File: config.mk
export PLATFORM = sky130hd
export DESIGN_NAME = hazard_stall_controller
export DESIGN_NICKNAME = d
export VERILOG_FILES = /design/src/rtl/hazard_stall_controller.sv
export SDC_FILE = /design/constraint.sdc
export NUM_CORES = 1
export LEC_CHECK = 0
export ABC_AREA = 1
export CAP_MARGIN = 20
export CORE_UTILIZATION = 53
export CTS_BUF_LIST = sky130_fd_sc_hd__clkbuf_4 sky130_fd_sc_hd__clkbuf_8 sky130_fd_sc_hd__clkbuf_16
export DETAILED_ROUTE_END_ITERATION = 7
export PLACE_DENSITY = 0.87
export SLEW_MARGIN = 5
export SYNTH_ARGS = -nofsm -noshare
export SYNTH_HDL_FRONTEND = slang
export SYNTH_SLANG_ARGS = --single-unit
File: constraint.sdc
create_clock -name clk -period 2.9 [get_ports clk]
set_clock_uncertainty 0.1 [all_clocks]
set_input_delay 0.725 -clock clk [delete_from_list [all_inputs] [get_ports clk]]
set_output_delay 0.725 -clock clk [all_outputs]
set_load 0.01 [all_outputs]
File: src/rtl/hazard_stall_controller.sv
// Pipeline sequencing controller for the 5-stage core.
// Produces stall, bubble, flush and freeze controls from load-use hazards,
// taken branches and data-memory wait states. Tracks long memory waits with
// a timeout FSM and keeps saturating stall/flush performance counters.
module hazard_stall_controller #(
    parameter int REGISTER_FILE_ADDRESS_WIDTH = 5,
    parameter int CNT_WIDTH                   = 32,
    parameter int WAIT_TIMEOUT                = 64
) (
    input  logic                                   clk,
    input  logic                                   rst_n,
    input  logic [REGISTER_FILE_ADDRESS_WIDTH-1:0] ifid_rs1,
    input  logic [REGISTER_FILE_ADDRESS_WIDTH-1:0] ifid_rs2,
    input  logic                                   ifid_uses_rs1,
    input  logic                                   ifid_uses_rs2,
    input  logic [REGISTER_FILE_ADDRESS_WIDTH-1:0] idex_rd,
    input  logic                                   idex_ctrl_mem_r,
    input  logic                                   ex_branch_taken,
    input  logic                                   dmem_req,
    input  logic                                   dmem_ready,
    output logic                                   pc_write_en,
    output logic                                   ifid_write_en,
    output logic                                   ifid_flush,
    output logic                                   idex_bubble,
    output logic                                   pipe_freeze,
    output logic                                   mem_timeout,
    output logic [CNT_WIDTH-1:0]                   stall_cycles,
    output logic [CNT_WIDTH-1:0]                   flush_count
);

    // Wide enough to hold WAIT_TIMEOUT-1 with headroom.
    localparam int WCW = $clog2(WAIT_TIMEOUT) + 1;

    typedef enum logic [1:0] {
        ST_RUN  = 2'd0,
        ST_WAIT = 2'd1,
        ST_ERR  = 2'd2
    } state_t;

    state_t                 state_reg, state_next;
    logic [WCW-1:0]         wait_cnt_reg, wait_cnt_next;
    logic                   mem_timeout_reg, mem_timeout_next;
    logic [CNT_WIDTH-1:0]   stall_cycles_reg;
    logic [CNT_WIDTH-1:0]   flush_count_reg;

    logic mem_wait;
    logic load_use;
    logic freeze_act;
    logic branch_act;
    logic rs1_hit;
    logic rs2_hit;

    assign mem_wait = dmem_req & ~dmem_ready;
    assign rs1_hit  = ifid_uses_rs1 & (idex_rd == ifid_rs1);
    assign rs2_hit  = ifid_uses_rs2 & (idex_rd == ifid_rs2);
    // x0 is hardwired to zero, so a load targeting it never creates a hazard.
    assign load_use = idex_ctrl_mem_r & (idex_rd != '0) & (rs1_hit | rs2_hit);

    // Freeze outranks everything: EX and ID hold, so a masked branch or
    // hazard simply re-presents once the pipeline is released.
    assign freeze_act = (state_reg == ST_ERR) | mem_wait;
    assign branch_act = ~freeze_act & ex_branch_taken;

    // Priority-encoded pipeline controls; forced to free-run while in reset.
    always_comb begin
        pc_write_en   = 1'b1;
        ifid_write_en = 1'b1;
        ifid_flush    = 1'b0;
        idex_bubble   = 1'b0;
        pipe_freeze   = 1'b0;
        if (rst_n) begin
            if (freeze_act) begin
                pipe_freeze   = 1'b1;
                pc_write_en   = 1'b0;
                ifid_write_en = 1'b0;
            end else if (ex_branch_taken) begin
                // The ID instruction is squashed, so any load-use on it is moot.
                ifid_flush  = 1'b1;
                idex_bubble = 1'b1;
            end else if (load_use) begin
                pc_write_en   = 1'b0;
                ifid_write_en = 1'b0;
                idex_bubble   = 1'b1;
            end
        end
    end

    // Memory-wait timeout FSM next-state logic.
    always_comb begin
        state_next       = state_reg;
        wait_cnt_next    = wait_cnt_reg;
        mem_timeout_next = mem_timeout_reg;
        case (state_reg)
            ST_RUN: begin
                if (mem_wait) begin
                    state_next    = ST_WAIT;
                    wait_cnt_next = WCW'(1);
                end
            end
            ST_WAIT: begin
                if (!mem_wait) begin
                    // The ready cycle itself is not frozen.
                    state_next    = ST_RUN;
                    wait_cnt_next = '0;
                end else if (wait_cnt_reg == WCW'(WAIT_TIMEOUT - 1)) begin
                    state_next       = ST_ERR;
                    mem_timeout_next = 1'b1;
                end else begin
                    wait_cnt_next = wait_cnt_reg + WCW'(1);
                end
            end
            ST_ERR: begin
                // Absorbing until reset.
                mem_timeout_next = 1'b1;
            end
            default: begin
                state_next    = ST_RUN;
                wait_cnt_next = '0;
            end
        endcase
    end

    // FSM state, wait counter and sticky timeout flag.
    always_ff @(posedge clk or negedge rst_n) begin
        if (!rst_n) begin
            state_reg       <= ST_RUN;
            wait_cnt_reg    <= '0;
            mem_timeout_reg <= 1'b0;
        end else begin
            state_reg       <= state_next;
            wait_cnt_reg    <= wait_cnt_next;
            mem_timeout_reg <= mem_timeout_next;
        end
    end

    // Saturating performance counters; they stick at all-ones rather than wrap.
    always_ff @(posedge clk or negedge rst_n) begin
        if (!rst_n) begin
            stall_cycles_reg <= '0;
            flush_count_reg  <= '0;
        end else begin
            if (!pc_write_en && (stall_cycles_reg != '1))
                stall_cycles_reg <= stall_cycles_reg + CNT_WIDTH'(1);
            if (branch_act && (flush_count_reg != '1))
                flush_count_reg <= flush_count_reg + CNT_WIDTH'(1);
        end
    end

    assign mem_timeout  = mem_timeout_reg;
    assign stall_cycles = stall_cycles_reg;
    assign flush_count  = flush_count_reg;

endmodule
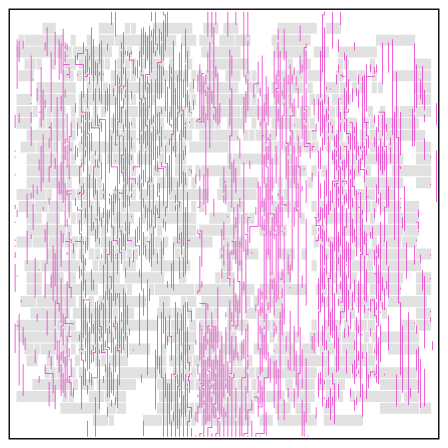
(images/layer_met2.png)
Cells faint in the background.
The layer carries 6560 µm of wire. The layer holds 49% of the routed length. The longest straight run is 47.3 µm.
M2 GR Usage: 0.506
DRT Wirelength: 13.3 mm
total number of vias: 4953

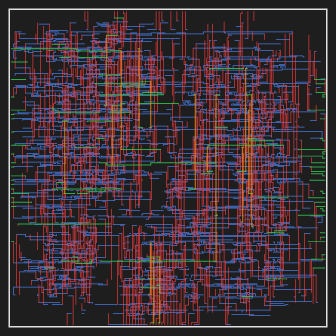
(images/wires.png)
Blue shows metal 1, wire length 5760 µm. Red shows metal 2, wire length 6560 µm. Green shows metal 3, wire length 591 µm. Orange shows metal 4, wire length 399 µm.
routed len/inst: 14.2 µm
total track usage: 0.291

==> results.json <==
{
  "status": "finished with violations",
  "violations": "DRC",
  "whs_endpoint": "mem_timeout$_DFFE_PN0P_",
  "htree_levels": 3,
  "setup_viol": 0,
  "mostFrequentLayoutCell": "nand2_1",
  "holdPathStages": 1,
  "yosys-stat-cells": 726,
  "io_buffers": 92,
  "finalCritPeriodShare": 0.990,
  "yosysWarnings": 0,
  "dr.max_layer_used": "met4",
  "criticalPathCategory": "in2out",
  "clk_pin_slew_ns": 0.07,
  "ant_nets": 0,
  "sw_frac_of_total": 0.316,
  "cts_sinks": 74,
  "synth_adder_area_share": 0.00768,
  "critPathLaunchType": "input port",
  "postSynthSeqShare": 0.379,
  "drtIter0Drc": 266,
  "crit_required_ns": 2.08,
  "post-dp-hpwl_mm": 9.89,
  "synthTopCellsByArea": "dfrtp_1, nand2_1, nor2_1, xor2_1, nand3_1",
  "final_nets": 852,
  "hold_buffers": 0,
  "slowest_stage": "clkdlybuf4s50_1",
  "inverters_excl_clock": 81,
  "comb_cells": 557,
  "fp_util": 0.555,
  "n_tap_cell": 108,
  "dr_wl_met2_mm": 6.56,
  "clk_latency_ns": 0.36,
  "ys_sh_mux": 0,
  "finalInstanceArea_mm2": 0.00614,
  "diodes": 0,
  "crit_chain": "clkdlybuf4s50_1 > inv_1 > nand2_1 > nand2_1 > nor2_1 > nand3_1 > nand2_2 > nand3_2 > nand2_4 > inv_2 > buf_6",
  "placedCellCount": 923,
  "endpoint": "pc_write_en",
  "logic_area_mm2": 0.00266,
  "placed_cell_area_mm2": 0.00594,
  "hold_viol_final": 0,
  "clockNetworkAreaShare": 0.0285,
  "switchingPower_mw": 0.800,
  "path_depth": 11,
  "pwr-share-clk": 0.299,
  "warnings": 26,
  "seq_share": 0.302,
  "numCtsBuffers": 9,
  "cts.path.max_buffers": 2,
  "min_path_type": "reg2reg",
  "slowest_delay_ns": 0.50,
  "arrival_ns": 2.05,
  "postLayoutCoreUtil": 0.697,
  "drc": 5,
  "num_rows": 34,
  "seqCellArea_mm2": 0.00185,
  "dominantRegCellSynth": "dfrtp_1",
  "grt_pass1_wl_mm": 22.4,
  "power_leakage_nw": 2.99,
  "core_mm2": 0.00881,
  "drv_slew": 0,
  "ys.flops": 74,
  "slew_headroom": 0.390,
  "max_cap_viol_count": 0,
  "nonClkBufAreaFrac": 0.166,
  "tightest_slew_ns": 0.915,
  "end_kind": "primary output",
  "powerSeq_mw": 1.25,
  "cts-root-buf": "clkbuf_8",
  "drive_gt1_frac": 0.0710,
  "worstHoldStart": "mem_timeout$_DFFE_PN0P_",
  "synthArstFlopShare": 1.00,
  "rr_startpoint": "stall_cycles[0]$_DFFE_PN0P_"
}
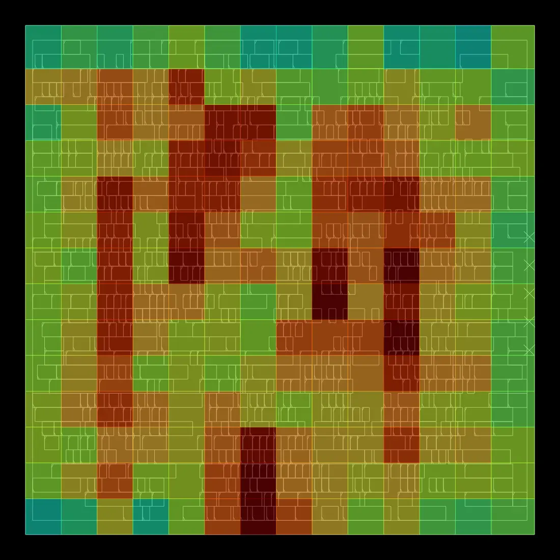
(images/congestion.png)
Most Used Layer, Global Route: met2
grt met3 use: 0.0487

No activity file was given, so power comes from the tool's default toggle rates.
